run_1/clk_routes.png
Scale bar: 10 um.
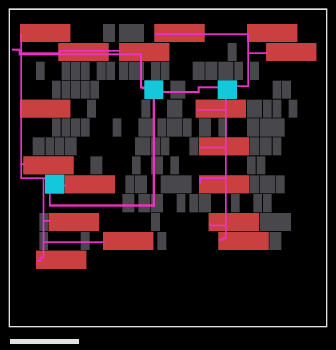
run_1/flops_by_reg.png
Scale bar: 10 um. Other sequential cells in the stronger gray, the rest of the logic in the fainter gray.
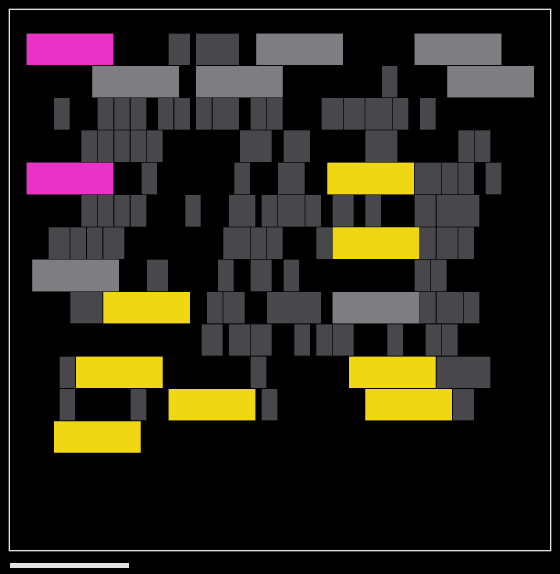
run_1/wires.png
Scale bar: 10 um. Only two layers are drawn.
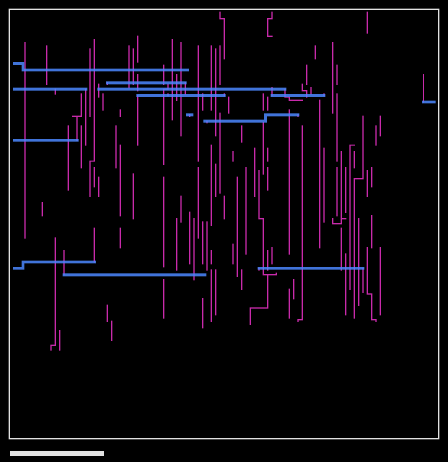
### src/rtl/morse_key_classifier.sv
// morse_key_classifier: times key marks and spaces in Morse units and turns
// them into one-cycle dot / dash / letter-gap / word-gap strobes, plus a
// stuck-key error strobe.
// Optional build macro: MORSE_KEY_SYNC_EN inserts a two-flop synchronizer on
// the raw key, which delays every strobe by two further cycles.
module morse_key_classifier #(
  parameter int UNIT  = 4,
  parameter int CNT_W = 8
) (
  input  logic clk,
  input  logic rst,
  input  logic key,
  output logic dot,
  output logic dash,
  output logic lg,
  output logic wg,
  output logic err
);

  localparam logic [CNT_W-1:0] CNT_ONE = CNT_W'(1);
  localparam logic [CNT_W-1:0] T_LG    = CNT_W'(2 * UNIT);
  localparam logic [CNT_W-1:0] T_WG    = CNT_W'(5 * UNIT);
  localparam logic [CNT_W-1:0] T_MAX   = CNT_W'(8 * UNIT);

  typedef enum logic [1:0] {
    S_IDLE,
    S_MARK,
    S_SPACE,
    S_STUCK
  } state_t;

  logic key_s;

`ifdef MORSE_KEY_SYNC_EN
  logic [1:0] sync_q;
  logic [1:0] sync_d;

  // Shift the raw key into the two-stage synchronizer.
  always_comb begin
    sync_d = {sync_q[0], key};
  end

  // Synchronizer flops, cleared on reset so a held key reads low until it
  // has propagated through both stages.
  always_ff @(posedge clk) begin
    if (rst) begin
      sync_q <= 2'b00;
    end else begin
      sync_q <= sync_d;
    end
  end

  assign key_s = sync_q[1];
`else
  assign key_s = key;
`endif

  state_t           state_q, state_d;
  logic [CNT_W-1:0] cnt_q, cnt_d;
  logic             sym_pend_q, sym_pend_d;
  logic             word_pend_q, word_pend_d;
  logic             dot_q, dot_d;
  logic             dash_q, dash_d;
  logic             lg_q, lg_d;
  logic             wg_q, wg_d;
  logic             err_q, err_d;
  logic [CNT_W-1:0] cnt_inc;

  // Next state, duration counting, pending flags and strobe decisions.
  always_comb begin
    state_d     = state_q;
    cnt_d       = cnt_q;
    sym_pend_d  = sym_pend_q;
    word_pend_d = word_pend_q;
    dot_d       = 1'b0;
    dash_d      = 1'b0;
    lg_d        = 1'b0;
    wg_d        = 1'b0;
    err_d       = 1'b0;
    // Count of the current level including this sample, saturating.
    cnt_inc     = (cnt_q >= T_MAX) ? T_MAX : (cnt_q + CNT_ONE);

    case (state_q)
      S_IDLE: begin
        if (key_s) begin
          state_d = S_MARK;
          cnt_d   = CNT_ONE;
        end else begin
          cnt_d = cnt_inc;
        end
      end

      S_MARK: begin
        if (key_s) begin
          cnt_d = cnt_inc;
          if (cnt_inc == T_MAX) begin
            err_d   = 1'b1;
            state_d = S_STUCK;
          end
        end else begin
          // cnt_q still holds the length of the mark that just ended.
          if (cnt_q < T_LG) begin
            dot_d = 1'b1;
          end else begin
            dash_d = 1'b1;
          end
          sym_pend_d = 1'b1;
          state_d    = S_SPACE;
          cnt_d      = CNT_ONE;
        end
      end

      S_STUCK: begin
        // A stuck mark is discarded; only its release restarts gap timing.
        if (!key_s) begin
          state_d = S_SPACE;
          cnt_d   = CNT_ONE;
        end else begin
          cnt_d = cnt_inc;
        end
      end

      S_SPACE: begin
        // A new press always wins over a gap strobe due on the same sample.
        if (key_s) begin
          state_d = S_MARK;
          cnt_d   = CNT_ONE;
        end else begin
          cnt_d = cnt_inc;
          if ((cnt_inc == T_LG) && sym_pend_q) begin
            lg_d        = 1'b1;
            sym_pend_d  = 1'b0;
            word_pend_d = 1'b1;
          end
          if (cnt_inc == T_WG) begin
            state_d = S_IDLE;
            if (word_pend_q) begin
              wg_d        = 1'b1;
              word_pend_d = 1'b0;
            end
          end
        end
      end

      default: begin
        state_d = S_IDLE;
        cnt_d   = '0;
      end
    endcase
  end

  // State, counter, flags and registered strobes.
  always_ff @(posedge clk) begin
    if (rst) begin
      state_q     <= S_IDLE;
      cnt_q       <= '0;
      sym_pend_q  <= 1'b0;
      word_pend_q <= 1'b0;
      dot_q       <= 1'b0;
      dash_q      <= 1'b0;
      lg_q        <= 1'b0;
      wg_q        <= 1'b0;
      err_q       <= 1'b0;
    end else begin
      state_q     <= state_d;
      cnt_q       <= cnt_d;
      sym_pend_q  <= sym_pend_d;
      word_pend_q <= word_pend_d;
      dot_q       <= dot_d;
      dash_q      <= dash_d;
      lg_q        <= lg_d;
      wg_q        <= wg_d;
      err_q       <= err_d;
    end
  end

  assign dot  = dot_q;
  assign dash = dash_q;
  assign lg   = lg_q;
  assign wg   = wg_q;
  assign err  = err_q;

endmodule

### config.mk
export PLATFORM = sky130hd
export DESIGN_NAME = morse_key_classifier
export DESIGN_NICKNAME = d
export VERILOG_FILES = /design/src/rtl/morse_key_classifier.sv
export SDC_FILE = /design/constraint.sdc
export NUM_CORES = 1
export LEC_CHECK = 0
export ABC_AREA = 1
export CAP_MARGIN = 20
export CORE_UTILIZATION = 39
export CTS_CLUSTER_SIZE = 24
export DETAILED_ROUTE_END_ITERATION = 10
export DONT_BUFFER_PORTS = 1
export GPL_TIMING_DRIVEN = 0
export PLACE_DENSITY = 0.58
export RECOVER_POWER = 100
export SLEW_MARGIN = 20
export SYNTH_ARGS = -nofsm -noshare
export SYNTH_HDL_FRONTEND = slang
export SYNTH_SLANG_ARGS = --single-unit
### constraint.sdc
create_clock -name clk -period 1.7 [get_ports clk]
set_input_delay 0.34 -clock clk [delete_from_list [all_inputs] [get_ports clk]]
set_output_delay 0.34 -clock clk [all_outputs]
set_load 0.01 [all_outputs]
==> notes.md, run 1 <==
Physical implementation status

The run finished with clean final reports. The total length of routed met2 wires stands at 584 um. The count of buffering cells on the critical path with inverters included stands at 1. Per the final timing report, the hold violations number 0. In this run the mean area of a mapped cell was 7.37 um2.

The script logs the ratio of routed vias to standard cells as 4.72. The slowest stage of the critical path is the sky130_fd_sc_hd__dfxtp_1 cell. The end-of-flow timing check tallies setup violations at 0. The layout overhead on the synthesized area stands at 6.62%. The leakage power figure stands at 0.354 nW. The worst hold margin stands at 0.106 ns. Setup slack closes at 0.148 ns. Setup repair after global routing left no endpoint under its margin. The worst setup path is launched from a flip-flop.

Nets still carrying antenna violations after routing amount to 0. The clock net in this run drives a total of 17 sinks. The critical path goes through inv_1 > ha_1 > o21ai_0 > nand4_1 > nand3_1 > nand2_1. The layout summary lists the proportion of cells stronger than drive strength 1 as 9.52%. By area the synthesized netlist is led by sky130_fd_sc_hd__dfxtp_1 (46%), sky130_fd_sc_hd__nand2_1 (9.7%), sky130_fd_sc_hd__nor2_1 (7.1%). The number of antenna violations at the first check in global routing is 0. The first detailed-routing pass ran for 4 iterations.

Of all cell types, the one taking the most synthesized area is sky130_fd_sc_hd__dfxtp_1. The registers of the reported paths see a clock transition of 0.09 ns. Of the post-synthesis cell area, the dominant cell type holds 46.2%. The count of nets after finishing stands at 111. In this run, CTS created clock tree buffers numbering 3.

TritonCTS built the clock tree. The final total power stands at 0.675 mW. STA lists the startpoint of the worst register-to-register path as cnt_q[0]. The met3 layer wire length in the routed design stands at 123 um. The cell area that synthesis handed to floorplanning was 737 um2. STA on the placed design reports a worst setup slack of 0.181 ns. The first global-routing pass estimated 2260 um of wire.

Power spread over the standard cell area amounts to 859 mW/mm2. The min-delay analysis places its worst path in the category in -> reg. The total of hold buffers inserted after clock tree synthesis stands at 0.

In the setup report, the worst path falls into the class reg -> reg. The tree is rooted in a sky130_fd_sc_hd__clkbuf_4. Data on the critical path arrives at its endpoint at 1.74 ns.

The worst setup path is captured at a flip-flop. The number of cells on the worst reg-to-reg path is 6. The wire length the detailed router placed on met1 stands at 611 um.

Per the CTS log, the maximum H-tree level is 1. The total overflow reported by the global router stands at 0. Of the total synthesized cell area, the portion taken by AND, OR, NAND and NOR gates is 37.9%. The die extent in x stands at 45.5 um. The area fraction in mux cells stands at 0%.

The final layout reports a setup TNS of 0 ns. For this design the top-level I/O count stands at 8. Leaving out fill and tap cells, the most frequent cells in the layout are sky130_fd_sc_hd__nand2_1 (21), sky130_fd_sc_hd__dfxtp_1 (17), sky130_fd_sc_hd__nor2_1 (15). The post-synth register bit count is 17. The count of instances resized after the clock tree is built stands at 0. After Yosys synthesis, full adders, half adders and majority gates account for 3.40% of the synthesized area. The antenna cell count stands at 0. The synthesized netlist has a Yosys-reported chip area of 737 um2. Before placement the cells fill 42.2% of the core. The number of post-CTS setup repair buffers stands at 0. As logged by OpenROAD, the buffers inserted on ports number 0. The synthesized netlist contains 17 unique library cells.

The area of all placed cells without fillers stands at 786 um2. The post-place instance area stands at 772 um2. The number of standard cells reported by yosys stands at 100. After detailed placement, the design holds a cell count of 126. Per the cell usage report, the commonest logic cell in the layout is sky130_fd_sc_hd__nand2_1. The number of core rows stands at 15. The number of instances in the synthesized netlist stands at 100. Per the run summary, max-cap violations total 0.

Among the non-sequential cells, simple AND/OR/NAND/NOR gates take the most area. The portion of the post-synthesis area used by sequential elements stands at 46.2%. The DRC violation count after routing stands at 0. The critical path starts at cnt_q[0]. The longest clock path from root to sink contains 2 buffers. Per the hold report, the tightest min-delay path originates at rst. The die height stands at 45.5 um. The area fraction in compound gates stands at 3.40%. The final estimated routing congestion in global placement stands at 0.748. The timing report attributes the biggest portion of critical-path delay to flip-flops. After the flow finishes, the layout carries non-filler instances totaling 130.

Entering global routing, the biggest net connects 10 pins. After the first detailed-routing iteration, the DRC count stood at 16. The count of yosys warnings during synthesis stands at 0. Along the worst path, the maximum fanout reaches 5. Per the OpenROAD floorplan log, the area of the core is 0.00175 mm2.

The endpoint identified for the worst register-to-register timing path is sym_pend_q. At the worst endpoint, the required time is 1.89 ns. The critical path runs through a total of 6 cells. The most critical setup path has its endpoint at sym_pend_q. The slack of the worst reg-to-reg path stands at 0.15 ns.

The final period demand of the worst path stands at 1.55 ns. The final number of max-transition violations stands at 0. In this run, the synthesized area fraction spent on xor and xnor cells is recorded as 0%. The via count of the first global-routing pass is 521. Detailed placement finished with a half-perimeter wire length of 1050 um.

Derived from the worst setup path, the maximum achievable clock frequency is 644 MHz. The share of the cycle needed by the critical path after routing stands at 91.3%. The highest layer touched by signal routing is met4. Warnings raised by the tools during the run amount to 28. The highest supply drop recorded on VDD is 0.000611 V. For this run, the slowest stage of the critical path takes 0.42 ns. The floorplan die area stands at 0.00207 mm2.
About clk_routes.png:
Key: clock drivers = cyan [count 3]; flip-flops = red [count 17]; clock wires = magenta [length 195 um]
Position of the flops: spread over the die. There are 4 routed clock nets.
clock group power: 0.208 mW
worst-skew pair later-pin latency: 0.29 ns
Clock Skews: 0.00165 ns
Clk network pwr share: 30.9%

About flops_by_reg.png:
Key: `cnt_q` = yellow [flops 8]; `state_q` = magenta [flops 2]
sequential cell power: 0.420 mW
footprint of the flip-flops and latches: 340 um2
fraction of the core area covered by cells at the end of the flow: 45.0%

About wires.png:
Key: metal 2 = magenta [wire length 584 um]; metal 3 = blue [wire length 123 um]
per-cell routed wire length: 10.3 um
total global-route track usage: 15.8%
drt total wl: 1340 um
via count: 614

run 1: how the worst min path moves through the flow:
stage,endpoint,depth (start not counted)
2_1_floorplan,cnt_q[0],1
3_3_place_gp,cnt_q[0],1
3_5_place_dp,cnt_q[0],1
4_1_cts,cnt_q[0],1
5_1_grt,lg,1
6_report,cnt_q[0],1
run 1: metal layers:
layer	global-route usage [%]	vias to the layer above
met4	5.45	0
met5	0	-
met1	21.5	264
li1	-	325
met2	20.9	21
met3	8.33	4
run 1: area by class of cell:
class,instances,area [um2]
Clock buffer,4,26.3
Fill cell,187,960
Inverter,17,63.8
Multi-Input combinational cell,67,324
Sequential cell,17,340
Tap cell,25,31.3
run 1: logic make-up (layout without fill, tap and decap cells):
| kind of cell | Yosys count | in the layout |
|---|---|---|
| flip-flops | 17 | 17 |
| AND/OR/NAND/NOR | 58 | 58 |
| other | 1 | 2 |
| buffers and inverters | 17 | 21 |
| adder cells (fa/ha/maj) | 2 | 2 |
| AND-OR/OR-AND | 5 | 5 |
run 1: flip-flops by register name, indices dropped and copies added, names as in the netlist:
name	cells
err	1
sym_pend_q	1
dash	1
lg	1
word_pend_q	1
dot	1
state_q	2
wg	1
cnt_q	8
run 1: where the power goes:
group	leakage, nW	switching, mW	total (mW)	internal [mW]
clock	0.0150	0.117	0.208	0.0914
combinational	0.201	0.0313	0.0460	0.0147
sequential	0.139	0.0102	0.420	0.410
run 1: synth_stat cells (all sizes together):
cell type	n
clkinv	1
o21ai	1
nand2	22
conb	1
ha	2
nor2	16
and3	1
nand3	10
nor3	3
nand4	6
inv	16
dfxtp	17
a21oi	4
==> inputs of run 2 (changes only) <==
--- a/config.mk
+++ b/config.mk
@@ -18,3 +18,4 @@
 export SYNTH_ARGS = -nofsm -noshare
 export SYNTH_HDL_FRONTEND = slang
 export SYNTH_SLANG_ARGS = --single-unit
+export TNS_END_PERCENT = 5
run_2/flops_by_reg.png
Scale bar: 10 um. Other sequential cells in the stronger gray, the rest of the logic in the fainter gray.
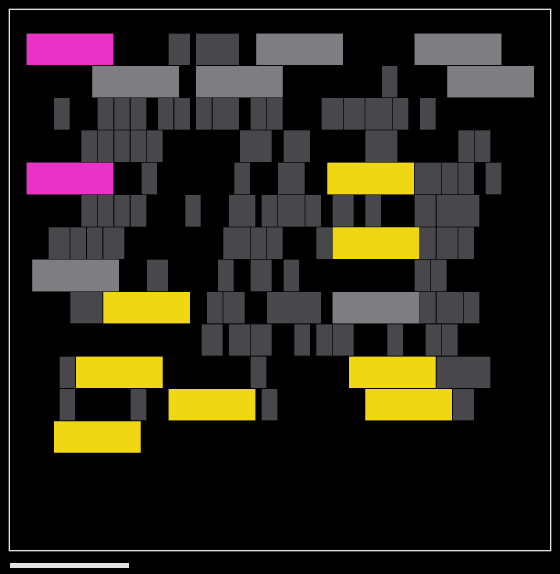
Key: `cnt_q` = yellow [flops 8]; `state_q` = magenta [flops 2]
Another 7 sequential cells are not colored.
flop share of the area: 43.3%

run_2/wires.png
Scale bar: 10 um. Only two layers are drawn.
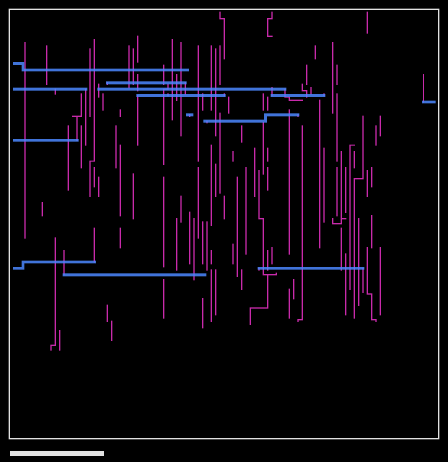
Key: metal 3 = blue [wire length 123 um]; metal 2 = magenta [wire length 584 um]

==> run 2 against run 1 <==
Effect of this change:
- clock skew stayed put
- die area is the same
- combinational power about the same
- critical path type unchanged
- hold slack unchanged
- cell count unchanged
- final area unchanged
- first-iteration DRC count did not move
==> notes.md, run 2 <==
Physical implementation status

The worst setup path is captured at a flip-flop. For reference, the critical path is launched at cnt_q[0]. Ranked by total cell area, the synthesized netlist is headed by sky130_fd_sc_hd__dfxtp_1 (46%), sky130_fd_sc_hd__nand2_1 (9.7%), sky130_fd_sc_hd__nor2_1 (7.1%). The number of buffers created by CTS stands at 3. The routed via count stands at 614. The placed instance count stands at 126. The total wire length stands at 1340 um. Total power for the finished layout comes to 0.675 mW.

After synthesis, the design contains 100 cells according to Yosys. The core region area stands at 0.00175 mm2. The worst hold margin stands at 0.106 ns. The most used flip-flop cell after synthesis is sky130_fd_sc_hd__dfxtp_1.

The largest individual stage delay along the critical path comes from the cell sky130_fd_sc_hd__dfxtp_1. The largest net degree at the start of global routing stands at 10. The power density over the cells stands at 859 mW/mm2. The floorplan step defined a die boundary enclosing 0.00207 mm2. The cell count along the critical path stands at 6. The post-synth tally of flip-flops with integrated enable stands at 0. After detailed placement, the total cell area comes to 772 um2. The peak fanout along the critical path stands at 5. The count of buffering cells on the critical path with inverters included stands at 1. The clock sink count stands at 17.

The library cell used most frequently in the layout, excluding fill and tap cells, is sky130_fd_sc_hd__nand2_1. The portion of the post-synthesis area used by sequential elements stands at 46.2%. In the layout the commonest cells are sky130_fd_sc_hd__nand2_1 (21), sky130_fd_sc_hd__dfxtp_1 (17), sky130_fd_sc_hd__nor2_1 (15). The post-synthesis chip area from yosys stands at 737 um2.

The total overflow reported by the global router stands at 0. The run finished with clean final reports. TritonCTS built the clock tree. Per the OpenROAD power report, leakage power amounts to 0.354 nW. The critical path ends at sym_pend_q. The required time at the endpoint of the critical path stands at 1.89 ns.

The violation tally recorded at the end of detailed-routing iteration 0 is 16. The post-synthesis async set-or-reset flop share stands at 0%. With fillers left out, the area of the finished cells amounts to 786 um2. The DRC violation count after routing stands at 0.

The clock slew seen by the registers of the worst setup and hold paths stands at 0.09 ns. Global routing used 15.8% of the available tracks. Yosys reports that the most numerous cell types are sky130_fd_sc_hd__nand2_1 (19), sky130_fd_sc_hd__dfxtp_1 (17), sky130_fd_sc_hd__nor2_1 (14). The reported max-cap violation count stands at 0. STA classifies the critical path startpoint as a flip-flop. The cell family contributing the most delay on the critical path is flip-flops. The final total negative setup slack stands at 0 ns. The share of the cycle needed by the critical path after routing stands at 91.3%. The number of instances in the synthesized netlist stands at 100.

The total of hold buffers inserted after clock tree synthesis stands at 0. The share of the synthesized area in the top cell type stands at 46.2%. The horizontal die dimension reported for this design is 45.5 um. The number of core rows stands at 15. Per the finish-stage timing summary, setup violations number 0. The largest register by flop count is cnt_q. The congestion estimate from routability-driven global placement came to 0.748. The first detailed-routing pass took 4 iterations. Per the layout report, the design carries 187 filler cells. The floorplan-stage core utilization stands at 42.2%. After the last flow step, the layout net total stands at 111. The flip-flop count of the largest register after layout stands at 8.

The layout overhead on the synthesized area stands at 6.62%. The number of nets with antenna violations after routing stands at 0. Per the detail_route report, vias per standard cell equal 4.72. The launch point of the worst register-to-register path is recorded as cnt_q[0]. Looking at the clock tree report, the H-tree level count equals 1. The average detailed-routed wire length per instance stands at 10.3 um.

The antenna cell count stands at 0. The final max-slew violation count recorded for this run is 0. For the finished layout, the period the worst path requires is 1.55 ns. Traced cell by cell, the critical path runs through inv_1 > ha_1 > o21ai_0 > nand4_1 > nand3_1 > nand2_1. Post-CTS repair changed the size of 0 cells. CTS placed an instance of sky130_fd_sc_hd__clkbuf_4 at the clock tree root. Setup repair after global routing left no endpoint under its margin.

After synthesis the cells add up to 737 um2. The unique cell type count in the Yosys netlist stands at 17. The slack of the worst reg-to-reg path stands at 0.15 ns. Endpoints failing hold in the final report were tallied at 0. STA lists the endpoint of the worst register-to-register path as sym_pend_q. The setup clock skew after layout stands at 0.00165 ns.

In this run, synthesis produced a sequential element count of 17. The count of yosys warnings during synthesis stands at 0. The worst slack at placement stands at 0.181 ns. The via count of the first global-routing pass was 521. Warnings raised by the tools during the run amount to 28. STA reports the tightest min-delay check as being of type in -> reg. The first global-routing pass estimated 2260 um of wire. The die height stands at 45.5 um.

The largest registers in the layout are cnt_q (8), state_q (2). The number of cells on the worst reg-to-reg path is 6. The mean post-synth cell area stands at 7.37 um2. The biggest cell delay along the critical path stands at 0.42 ns.
run 2: cell families (layout without fill, tap and decap cells):
group,Yosys count,count (layout),share of synthesized area [%]
AOI/OAI and AO/OA,5,5,3.40
adders and majority gates,2,2,3.40
buffers and inverters,17,21,8.66
DFF,17,17,46.2
other,1,2,0.509
and+or+nand+nor,58,58,37.9
run 2: per-layer routing:
| metal | vias up | share of wire (%) | track usage, % |
|---|---|---|---|
| li1 | 325 | - | - |
| met1 | 264 | 46 | 21.5 |
| met2 | 21 | 44 | 20.9 |
| met3 | 4 | 9.2 | 8.33 |
| met4 | 0 | 1.6 | 5.45 |
| met5 | - | 0 | 0 |
run 2: area by class of cell:
cell class,count,area [um2],share of cell area [%]
Inverter,17,63.8,8.12
Tap cell,25,31.3,3.98
Sequential cell,17,340,43.3
Multi-Input combinational cell,67,324,41.2
Clock buffer,4,26.3,3.34
run 2: power by group:
| part | leakage (nW) | internal (mW) | total (mW) | switching (mW) |
|---|---|---|---|---|
| Clock | 0.0150 | 0.0914 | 0.208 | 0.117 |
| Combinational | 0.201 | 0.0147 | 0.0460 | 0.0313 |
| Sequential | 0.139 | 0.410 | 0.420 | 0.0102 |
| Total | 0.354 | 0.516 | 0.675 | 0.159 |
run 2: how the worst min path moves through the flow:
stage,start,endpoint,slack (ns),cells after the start
finish,rst,cnt_q[0],0.11,1
global route,rst,lg,0.08,1
CTS,rst,cnt_q[0],0.1,1
detailed placement,rst,cnt_q[0],0.41,1
global placement,rst,cnt_q[0],0.41,1
floorplan,rst,cnt_q[0],0.41,1
run_2/clk_routes.png
Scale bar: 10 um.
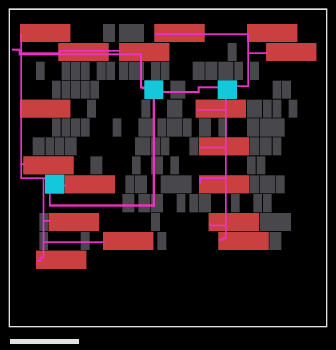

==> inputs of run 3 (changes only) <==
--- a/config.mk
+++ b/config.mk
@@ -13,7 +13,6 @@
 export DONT_BUFFER_PORTS = 1
 export GPL_TIMING_DRIVEN = 0
 export PLACE_DENSITY = 0.58
-export RECOVER_POWER = 100
 export SLEW_MARGIN = 20
 export SYNTH_ARGS = -nofsm -noshare
 export SYNTH_HDL_FRONTEND = slang
run_3/clk_routes.png
Scale bar: 10 um.
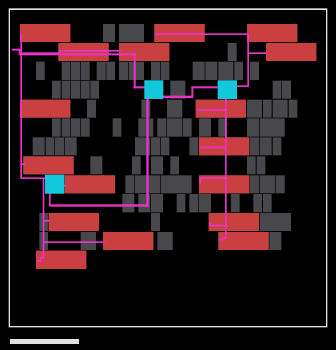
Key: flip-flops = red [count 17]; clock drivers = cyan [count 3]; clock wires = magenta [length 197 um]
There are 4 routed clock nets. Position of the flops: spread over the die.
Clock Skews: 0.00270 ns
clock group power: 0.210 mW

run_3/placement_by_type.png
Fill, decap, tap and diode cells in gray.
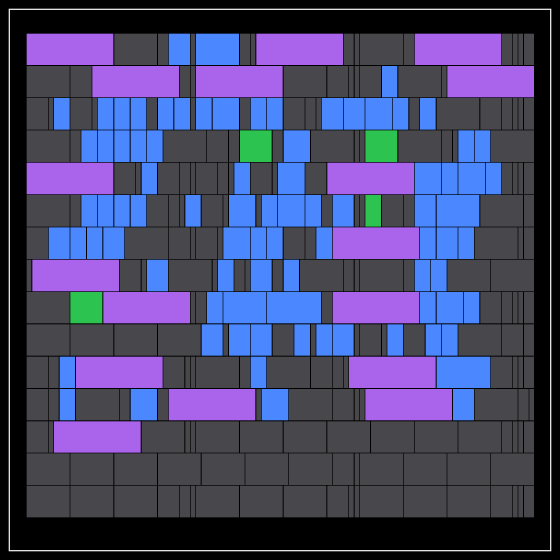
Key: flops = purple [cells 17]; combinational and other logic = blue [cells 84]; clock drivers and dummy loads = green [cells 4]
number of rows in the core area: 15
flop share of the area: 42.6%
Core ar.: 0.00175 mm2
total non-filler cell area in the finished layout: 798 um2

==> run 3 against run 2 <==
Effect of this change:
- synthesized area stayed put
- largest power group unchanged
- critical path depth up 4
- sequential share of layout area down 0.68 points
- critical path type unchanged
- global-route usage is the same
- count of clock-buffer cells in the layout unchanged
- worst setup slack improved by 0.011 ns
- combinational power rose by 5.7%
- die area stayed put
==> notes.md, run 3 <==
Physical implementation status

The flow ran to the end, and the final reports show no timing, DRC or antenna violations. The reported max-cap violation count stands at 0. The post-synth tally of flip-flops with integrated enable stands at 0. After synthesis, the most frequently instantiated cells are sky130_fd_sc_hd__nand2_1 (19), sky130_fd_sc_hd__dfxtp_1 (17), sky130_fd_sc_hd__nor2_1 (14). The synthesis log from Yosys contains 0 warnings. The count of instances resized after the clock tree is built stands at 0.

The share of cells above drive strength 1 stands at 14.3%. The total count of hold-check failures in the final report stands at 0. Of the synthesized area, sequential elements account for 46.2%. The floorplan step records an initial core utilization of 42.2%. In the global route stage, met2 resource usage came out at 20.9%.

In this run the count of I/O pins placed on the die edge is 8. The combinational power stands at 0.0486 mW. CTS built an H-tree with a depth of 1. Synthesis instantiated 17 different standard cells from the library. The worst setup path is launched from a flip-flop.

The final number of max-transition violations stands at 0. VDD sags by at most 0.000614 V. Power spread over the standard cell area amounts to 851 mW/mm2. From synthesis to final layout, the design area changed by 8.32%.

The wire length the detailed router placed on met1 stands at 628 um. The total of flip-flops plus latches after synthesis stands at 17. The pre-antenna-repair detailed-routing pass consisted of 4 iterations.

The final period demand of the worst path stands at 1.54 ns. The share of the cycle needed by the critical path after routing stands at 90.7%. The clock slew seen by the registers of the worst setup and hold paths stands at 0.09 ns.

For this run, global-route usage on met3 was measured as 8.33%. The filler cells instantiated in the layout total 184. The largest registers in the layout are cnt_q (8), state_q (2). TritonCTS built the clock tree. For this design, Yosys synthesis ends with a cell count of 100.

The number of antenna violations at the first check in global routing stands at 0. The final layout contains 111 nets. Per report_power, the Sequential row totals 0.421 mW. Yosys instantiated no cell more often than sky130_fd_sc_hd__nand2_1.

From bottom edge to top edge, the die measures 45.5 um. The total length of routed met2 wires stands at 585 um. Setup repair after global routing left no endpoint under its margin. The clock sink count stands at 17. The global-route wire length before repair stands at 2260 um. The worst slack at placement stands at 0.181 ns. After its last routability iteration, the placer logged a weighted congestion of 0.748. met1 track demand over resource after global routing is 21.5%.

The final total power stands at 0.679 mW. Counting flops with an async set or reset pin after synthesis yields a share of 0%. The worst hold path begins at rst. The final total negative setup slack stands at 0 ns. Ranked by total cell area, the synthesized netlist is headed by sky130_fd_sc_hd__dfxtp_1 (46%), sky130_fd_sc_hd__nand2_1 (9.7%), sky130_fd_sc_hd__nor2_1 (7.1%). Per the detailed-route log, wirelength across all metal layers totals 1350 um.

The slack of the worst reg-to-reg path stands at 0.16 ns. OpenROAD emitted warnings numbering 28. The maximum buffer depth of the clock tree stands at 2.

The critical path endpoint has a required time of 1.89 ns. In this run the worst hold path is classified as in -> reg. Entering global routing, the biggest net connects 10 pins. Counting cells, the worst reg-to-reg path comes to 10.

After clock tree synthesis, the setup repair step added 0 buffers. Per the post-synthesis report, the number of cells in the design is 100. The routed design shows a via density per instance of 4.76.

The arrival time at the worst endpoint stands at 1.73 ns. The final timing report gives a worst setup slack of 0.159 ns. The post-synthesis instance area stands at 737 um2.

Overall routing resource usage recorded by global route was 15.8%. The number of hold buffers added after CTS was 0. Detailed routing placed a total of 110 um of wire on met3.

The worst register-to-register path begins at cnt_q[0]. Leaving out fill and tap cells, the most frequent cell in the layout is sky130_fd_sc_hd__nand2_1. For this run, design rule violations remaining after detail routing come to 0.

The routed layout has 619 vias. The number of buffers created by CTS stands at 3. The instance count along the most critical hold path stands at 1. The mean post-synth cell area stands at 7.37 um2. For this run the aggregate overflow at the end of global routing stands at 0.

In the layout the commonest cells are sky130_fd_sc_hd__nand2_1 (19), sky130_fd_sc_hd__dfxtp_1 (17), sky130_fd_sc_hd__nor2_1 (14). The die is 45.5 um wide. Once iteration 0 of detailed routing completed, the report listed 16 DRC markers. The highest achievable clock rate stands at 649 MHz. The switching portion of total power comes to 23.8%.

By startpoint and endpoint, the worst setup path is classified as reg -> reg. For this sky-water flow run, the detailed-routed wirelength per cell is reported as 10.3 um. The antenna cell count stands at 0. The total internal power stands at 0.517 mW. The tightest hold path in the finished design has a slack of 0.106 ns. The via count of the first global-routing pass stands at 521.

The post-synthesis chip area from yosys stands at 737 um2. Input and output buffers added on the ports amount to 0. The share of the synthesized area in the top cell type stands at 46.2%. STA classifies the critical path endpoint as a flip-flop. Global route summary, busiest routing layer listed as met1. In the synthesized netlist the dominant register cell turns out to be sky130_fd_sc_hd__dfxtp_1.

Combinational cells account for 7.2% of the total power. The root buffer cell chosen for the clock tree is sky130_fd_sc_hd__clkbuf_4. The final report lists the setup-violating endpoint count as 0.

The share of total power in sequential cells stands at 61.9%. For the worst-skew pair, the clock arrives at the later sink with an insertion delay of 0.29 ns. STA lists the endpoint of the worst register-to-register path as state_q[1].

The peak fanout along the critical path stands at 5. The floorplan die area stands at 0.00207 mm2. The final core area utilization stands at 45.7%. The leakage power figure stands at 0.359 nW. The register with the most flip-flops in the layout has 8 of them. More flip-flops sit in one register than any other, and that register is cnt_q. The endpoint of the worst hold path is reported as cnt_q[0].

Routed signal wires occupy layers up through met4. Note, the detailed placer reported a final HPWL of 1050 um. Once detail routing completed, the nets flagged for antenna violations numbered 0. The power report puts the net switching power at 0.162 mW.

Of all cell types, the one taking the most synthesized area is sky130_fd_sc_hd__dfxtp_1. The largest part of the power goes to registers. In this run, the clock network consumes 30.9% of the power.
[run 3: cell counts after synthesis]
Identical to the previous run, type by type.
[run 3: worst max path at each step]
stage | startpoint | endpoint | depth (start not counted)
floorplan | cnt_q[0] | state_q[1] | 10
CTS | cnt_q[0] | state_q[1] | 10
global route | cnt_q[0] | state_q[1] | 10
detailed placement | cnt_q[0] | state_q[1] | 10
finish | cnt_q[0] | state_q[1] | 10
global placement | cnt_q[0] | state_q[1] | 10
[run 3: layout make-up]
cell class              instances  area (um2)  share of cell area [%]
clock buffers                   4        26.3                    3.29
inverters                      17        63.8                    7.99
multi-input cells              67         337                    42.2
flip-flops and latches         17         340                    42.6
well taps                      25        31.3                    3.92
[run 3: critical path, cell delays in order (launching register included)]
cell and delay (ns):
sky130_fd_sc_hd__dfxtp_1 0.42, sky130_fd_sc_hd__inv_1 0.10, sky130_fd_sc_hd__ha_1 0.31, sky130_fd_sc_hd__nand3_1 0.12
sky130_fd_sc_hd__nand3_2 0.09, sky130_fd_sc_hd__nor2_2 0.12, sky130_fd_sc_hd__nand3_2 0.08, sky130_fd_sc_hd__nand2_1 0.06
sky130_fd_sc_hd__nand2_1 0.04, sky130_fd_sc_hd__nand2_1 0.05, sky130_fd_sc_hd__nor2_1 0.04
[run 3: cell families after synthesis]
| logic type | count (synthesis) | share of synthesized area [%] |
|---|---|---|
| other cells | 1 | 0.509 |
| flops | 17 | 46.2 |
| fa+ha+maj | 2 | 3.40 |
| simple gates | 58 | 37.9 |
| compound gates | 5 | 3.40 |
| buf+inv | 17 | 8.66 |
[run 3: metrics by stage]
stage | cells | area, um2
CTS | 130 | 798
global placement | 126 | 772
finish | 130 | 798
floorplan | 101 | 741
detailed placement | 126 | 772
global route | 130 | 798
Power and IR drop assume default switching activity.
